==> src/rtl/filter_readout_scheduler_pkg.sv <==
// Shared settings for the filter bank readout path: data/index widths and the readout FSM states.
// Latency: n/a (types and constants only).
// Backpressure: n/a.
package filter_readout_scheduler_pkg;

    localparam int SIZE_FILTER_DATA   = 16;
    localparam int NUM_FILTERS        = 21;
    localparam int SIZE_CH_IDX        = 5;
    localparam int DEFAULT_WINDOW_LEN = 256;
    localparam int SIZE_WINDOW_CNT    = $clog2(DEFAULT_WINDOW_LEN);

    typedef enum logic [1:0] {
        S_IDLE,
        S_ACQUIRE,
        S_DRAIN,
        S_DONE
    } readout_state_t;

    // Most negative two's complement value, used as the tracker start point
    function automatic logic [SIZE_FILTER_DATA-1:0] min_sample();
        return {1'b1, {(SIZE_FILTER_DATA-1){1'b0}}};
    endfunction

endpackage

==> src/rtl/filter_peak_tracker.sv <==
// Per-channel signed running maximum with the sample index at which it was first reached.
// Latency: peak/peak_pos reflect a sample one clock after it is presented with en=1.
// Backpressure: none; holds its value whenever en=0.
module filter_peak_tracker
    import filter_readout_scheduler_pkg::*;
#(
    parameter int DW = SIZE_FILTER_DATA,
    parameter int PW = SIZE_WINDOW_CNT
) (
    input  logic                 clk,
    input  logic                 reset,
    input  logic                 clr,
    input  logic                 en,
    input  logic signed [DW-1:0] sample,
    input  logic        [PW-1:0] pos,
    output logic signed [DW-1:0] peak,
    output logic        [PW-1:0] peak_pos
);

    // Strictly-greater update so ties keep the earliest position
    always_ff @(posedge clk) begin
        if (reset || clr) begin
            peak     <= DW'(min_sample());
            peak_pos <= '0;
        end else if (en && (sample > peak)) begin
            peak     <= sample;
            peak_pos <= pos;
        end
    end

endmodule

==> src/rtl/filter_readout_scheduler.sv <==
// Measures per-channel signed peak/position over a fixed window, then drains enabled results in channel order.
// Latency: first result valid the cycle after the last window sample; one result per cycle thereafter.
// Backpressure: out_valid/out_ready; a stalled result holds channel, peak and position stable.
module filter_readout_scheduler
    import filter_readout_scheduler_pkg::*;
#(
    parameter int NUM_CH     = NUM_FILTERS,
    parameter int WINDOW_LEN = DEFAULT_WINDOW_LEN
) (
    input  logic                                 clk,
    input  logic                                 reset,
    input  logic                                 start,
    input  logic [NUM_CH-1:0]                    ch_enable,
    input  logic [NUM_CH*SIZE_FILTER_DATA-1:0]   ch_data,
    input  logic                                 out_ready,
    output logic                                 out_valid,
    output logic [$clog2(NUM_CH)-1:0]            out_channel,
    output logic [SIZE_FILTER_DATA-1:0]          out_peak,
    output logic [$clog2(WINDOW_LEN)-1:0]        out_peak_pos,
    output logic                                 busy,
    output logic                                 done,
    output logic                                 overrun
);

    localparam int CW = $clog2(NUM_CH);
    localparam int PW = $clog2(WINDOW_LEN);
    localparam int DW = SIZE_FILTER_DATA;
    localparam logic [PW-1:0] LAST_CNT = PW'(WINDOW_LEN - 1);

    readout_state_t     state_q;
    logic [PW-1:0]      cnt_q;
    logic [NUM_CH-1:0]  pending_q;
    logic               valid_q;
    logic               busy_q;
    logic               done_q;
    logic               overrun_q;

    logic [CW-1:0]      sel_idx;
    logic [NUM_CH-1:0]  sel_onehot;
    logic [NUM_CH-1:0]  pending_after;
    logic               trk_clr;
    logic               trk_en;

    logic signed [DW-1:0] peak_arr [NUM_CH];
    logic        [PW-1:0] pos_arr  [NUM_CH];

    // Trackers restart on an accepted start and only sample during the window
    assign trk_clr = (state_q == S_IDLE) && start;
    assign trk_en  = (state_q == S_ACQUIRE);

    genvar g;
    generate
        for (g = 0; g < NUM_CH; g++) begin : g_trk
            filter_peak_tracker #(
                .DW (DW),
                .PW (PW)
            ) u_trk (
                .clk      (clk),
                .reset    (reset),
                .clr      (trk_clr),
                .en       (trk_en),
                .sample   (ch_data[g*DW +: DW]),
                .pos      (cnt_q),
                .peak     (peak_arr[g]),
                .peak_pos (pos_arr[g])
            );
        end
    endgenerate

    // Lowest-index pending channel wins; scanning downward leaves the lowest match last
    always_comb begin
        sel_idx    = '0;
        sel_onehot = '0;
        for (int i = NUM_CH - 1; i >= 0; i--) begin
            if (pending_q[i]) begin
                sel_idx    = CW'(i);
                sel_onehot = '0;
                sel_onehot[i] = 1'b1;
            end
        end
    end

    assign pending_after = pending_q & ~sel_onehot;

    // Readout FSM: window counting, pending-mask drain and sticky overrun
    always_ff @(posedge clk) begin
        if (reset) begin
            state_q   <= S_IDLE;
            cnt_q     <= '0;
            pending_q <= '0;
            valid_q   <= 1'b0;
            busy_q    <= 1'b0;
            done_q    <= 1'b0;
            overrun_q <= 1'b0;
        end else begin
            done_q <= 1'b0;
            if (start && (state_q != S_IDLE)) begin
                overrun_q <= 1'b1;
            end
            case (state_q)
                S_IDLE: begin
                    if (start) begin
                        pending_q <= ch_enable;
                        cnt_q     <= '0;
                        overrun_q <= 1'b0;
                        busy_q    <= 1'b1;
                        state_q   <= S_ACQUIRE;
                    end
                end
                S_ACQUIRE: begin
                    cnt_q <= cnt_q + 1'b1;
                    if (cnt_q == LAST_CNT) begin
                        cnt_q <= '0;
                        if (|pending_q) begin
                            valid_q <= 1'b1;
                            state_q <= S_DRAIN;
                        end else begin
                            done_q  <= 1'b1;
                            state_q <= S_DONE;
                        end
                    end
                end
                S_DRAIN: begin
                    if (valid_q && out_ready) begin
                        pending_q <= pending_after;
                        if (pending_after == '0) begin
                            valid_q <= 1'b0;
                            done_q  <= 1'b1;
                            state_q <= S_DONE;
                        end
                    end
                end
                S_DONE: begin
                    busy_q  <= 1'b0;
                    state_q <= S_IDLE;
                end
                default: begin
                    state_q <= S_IDLE;
                end
            endcase
        end
    end

    // Result fields come from held tracker registers and are zero whenever nothing is presented
    assign out_valid    = valid_q;
    assign out_channel  = valid_q ? sel_idx           : '0;
    assign out_peak     = valid_q ? peak_arr[sel_idx] : '0;
    assign out_peak_pos = valid_q ? pos_arr[sel_idx]  : '0;
    assign busy         = busy_q;
    assign done         = done_q;
    assign overrun      = overrun_q;

endmodule

==> config.mk <==
export PLATFORM = sky130hd
export DESIGN_NAME = filter_readout_scheduler
export DESIGN_NICKNAME = d
export VERILOG_FILES = /design/src/rtl/filter_readout_scheduler_pkg.sv /design/src/rtl/filter_peak_tracker.sv /design/src/rtl/filter_readout_scheduler.sv
export SDC_FILE = /design/constraint.sdc
export NUM_CORES = 2
export LEC_CHECK = 0
export CORE_MARGIN = 4
export CORE_UTILIZATION = 36
export CTS_CLUSTER_SIZE = 28
export DETAILED_ROUTE_END_ITERATION = 12
export PLACE_DENSITY = 0.58
export SETUP_SLACK_MARGIN = 0.5
export SYNTH_ARGS = -nofsm -noshare
export SYNTH_HDL_FRONTEND = slang
export SYNTH_HIERARCHICAL = 1
export SYNTH_SLANG_ARGS = --single-unit
==> constraint.sdc <==
create_clock -name clk -period 6 [get_ports clk]
set_input_delay 1.2 -clock clk [delete_from_list [all_inputs] [get_ports clk]]
set_output_delay 1.2 -clock clk [all_outputs]
set_load 0.005 [all_outputs]
==> images/gates.png <==
The bar under the picture is 100 um long.
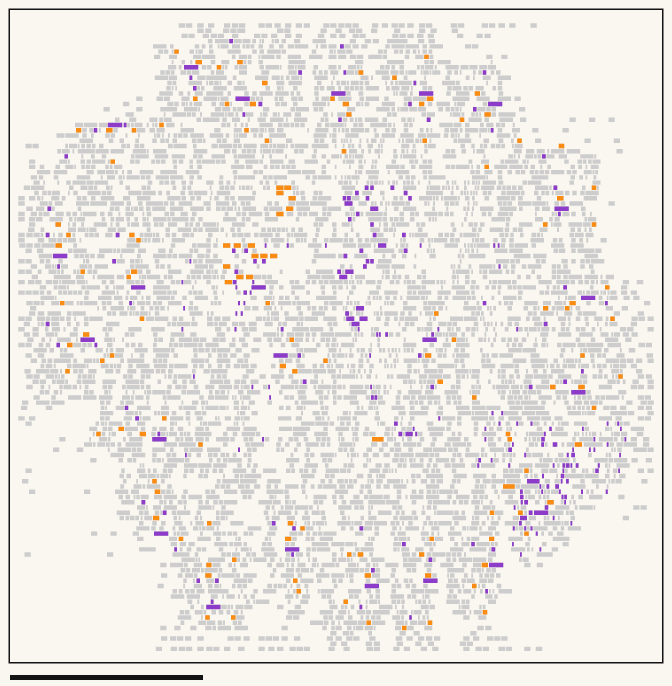
- purple: nor cells (cells 241; most used nor2_1)
- orange: non-inverting ao/oa cells (cells 130; most used a21o_1; where widely spread)
most common logic cell in the routed design: nand4_1
share of cell area taken by multi-input logic gates: 54.3%
non-filler cells, final: 6339

==> images/clock_wires.png <==
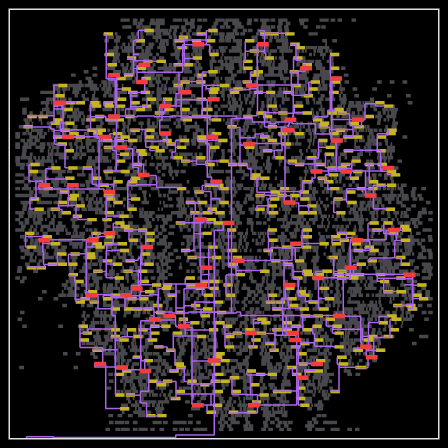
- red: clock-net drivers (count 69)
- purple: clock wires (length 8790 um)
- yellow: flip-flops (count 539)
- flops lie: widely spread
clock latency of the later-clocked register in the worst-skew pair: 650 ps
power of the clock network: 4.39 mW
clock power share: 20.3%

==> flow report <==
========================================================================================
Net switching component of the power                                             10.8 mW
Class of the most critical hold timing path                                 flop to flop
Max-slew violation total from the final report                                         0
I/O Buffers                                                                          393
Critical Path Max Stage Delay                                                     520 ps
Setup-failing EPs final                                                                0
Via count of the first global-routing pass                                         37.8k
Finished Cell Area                                                           47000 sq um
Clock-pin transition on the worst setup and hold timing paths                      60 ps
Root buffer selected by CTS                                                    clkbuf_16
Inserted Clock Buffers                                                                69
Count of nets left with antenna violations after detail routing                        0
Yosys xor share                                                                   0.111%
Total cell area reported by yosys after synthesis                            39300 sq um
Ys Warns                                                                               6
Run status                                                                  finished, final reports clean
Count of vias placed by the detailed router                                        40.0k
Post-synthesis compound-gate area fraction                                         30.9%
Overall track demand over capacity in global routing                               27.3%
Per-cell via count in the routed design                                             6.32
Power density over the cells                                                 461 nW/um^2
Buffer-and-inverter tally for the worst setup path                                     2
Final tally of hold violations                                                         0
Distinct cell type count after synthesis                                              66
Cell count in the Yosys report                                                      4666
Layout cells sized above 1                                                         10.8%
Iteration-0 DRC Markers                                                             4273
Total placed instance area                                                   44000 sq um
Worst-path cell chain                                                       nor2b_1, o21ai_0, nand2_2, a31o_4, mux2i_1, a32oi_1, o21ai_0, a221oi_2, buf_4, clkdlybuf4s50_1
Ys async rst share                                                                    0%
Critical hold path startpoint                                               g_trk[19].u_trk/peak_pos[4]$_SDFFE_PP0P_
Horizontal die dimension                                                          338 um
Depth of the most critical reg-to-reg path                                             8
Registers, synthesis                                                                 539
Family with the most delay on the worst path                                AND-OR/OR-AND gates
Number of placement rows                                                             120
Launching element type of the critical path                                         flop
Nets                                                                                5582
Post-Syn Area                                                                39300 sq um
Required time at the worst-slack endpoint                                        4800 ps
Number of cells on the critical path                                                  10
Simple-Gate Fraction of Synth Area                                                 18.3%
Switching power as a share of total power                                          49.8%
Part of the Yosys area used for sequential elements                                27.4%
F_max                                                                          0.182 GHz
Fraction of the mapped netlist area in adder cells                                 10.9%
Critical-path top delay cell                                                clkdlybuf4s50_1
Post-synthesis instance total                                                       4666
Most numerous cell on the critical path                                          o21ai_0
Hold Path Sink                                                              g_trk[19].u_trk/peak_pos[4]$_SDFFE_PP0P_
Number of gates given a new drive strength after cts                                  61
Top Ports                                                                            394
Final wirelength                                                               166000 um
Half-perimeter wire length of the detailed placement result                    121000 um
Post-synthesis average cell area                                              8.43 sq um
Data arrival time of the worst path                                              4300 ps
Number of buffers inserted by hold repair at cts                                       0
Portion of the clock cycle consumed by the worst path in the final layout          91.7%
Starting utilization of the core area                                              36.5%
Number of detailed-routing iterations run before antenna repair                        5
Highest fanout seen on the critical path                                              12
Largest net degree at the start of global routing                                     51
Power consumed by combinational cells                                            12.6 mW
Die Ht                                                                            338 um
Comb pwr share                                                                     58.2%
Core area                                                                   108000 sq um
Count of flip-flops with a built-in enable after synthesis                             0
Critical path capture point type                                            primary output
Launch point of the worst reg-to-reg path                                   pending_q[4]$_SDFFE_PP0P_
Critical path origin                                                        pending_q[18]$_SDFFE_PP0P_
Setup repair after global routing missed its margin                                 true
Detailed-route DRC error count                                                         0
Die ar.                                                                     115000 sq um
Tool Warnings                                                                         31
Sum of negative setup slack                                                         0 ps
Maximum level of the CTS H-tree                                                        3
Capture instance of the worst register-to-register path                     done$_SDFF_PP0_
Relative area change from synthesis to final layout                                19.5%
Sequential power share                                                             21.6%
Antenna violations before repair                                                      13
Post-Route Skew                                                                  19.3 ps
Critical Setup Path Class                                                   flop to primary output
Wire length of the first global-routing pass                                   245000 um
Nets at Floorplan                                                                   5368
Most frequently placed logic cells in the final layout                      549 x nand4_1, 523 x dfxtp_1, 492 x o31ai_1, 420 x a21boi_1, 392 x clkdlybuf4s50_1
Flop-to-flop setup slack                                                         2690 ps
Tally of filler cells in the layout                                                10.8k
Global placer's final weighted congestion                                          0.929
GR Overflow Total                                                                      0
Power in sequential cells                                                        4.67 mW
Static leakage power                                                             15.9 nW
Internal power                                                                   10.9 mW
Post-layout min period                                                           5500 ps
Worst Setup EP                                                              out_peak[13]
Actual slew at the worst max-slew pin                                            1100 ps
========================================================================================
[stage by stage]
stage | utilization, % | std cells | hold slack, ps | worst slack (ps)
6_report | 43.6 | 6339 | 469 | 499
5_1_grt | 43.6 | 6336 | 480 | 362
4_1_cts | 43.4 | 6326 | 467 | 427
3_5_place_dp | 40.8 | 6194 | 459 | 354
3_3_place_gp | 40.8 | 6194 | 450 | 392
2_1_floorplan | - | 4666 | 444 | 2100
[final cells by class]
class | count | area (sq um) | area share, %
clock inverter | 25 | 309 | 0.658
multi-input combinational | 3373 | 25500 | 54.3
tap | 1403 | 1760 | 3.74
clock buffer | 98 | 2040 | 4.34
timing repair buffer | 551 | 5220 | 11.1
sequential | 539 | 10800 | 23.0
antenna | 4 | 10.0 | 0.0213
inverter | 346 | 1300 | 2.76
[routing by layer]
| layer | part of all wire (%) | track usage [%] |
|---|---|---|
| met1 | 43 | 37.0 |
| met2 | 43 | 42.1 |
| met3 | 9.2 | 6.01 |
| met4 | 4.7 | 11.2 |
| met5 | 0.058 | 0 |
[sequential cells by signal, summed over array words and instances (netlist names), named ones only]
| name | count |
|---|---|
| state_q | 2 |
| busy | 1 |
| out_valid | 1 |
| g_trk.u_trk/peak | 336 |
| g_trk.u_trk/peak_pos | 168 |
| cnt_q | 8 |
| done | 1 |
| pending_q | 21 |
[cells in the mapped netlist, drive strengths merged (34+ instances only)]
cell type	n	area, sq um
clkbuf	118	443
dfxtp	539	10800
nand3	73	365
a21o	46	345
nand4	549	3430
o31ai	514	3980
buf	292	1960
nor4	88	682
inv	346	1300
a21boi	483	3630
ha	341	4270
mux2i	95	951
nor2	93	349
a21oi	198	991
o21bai	42	315
nor3	34	170
nand2	345	1290
o21ai	58	294
No activity file was given, so power comes from the tool's default toggle rates.
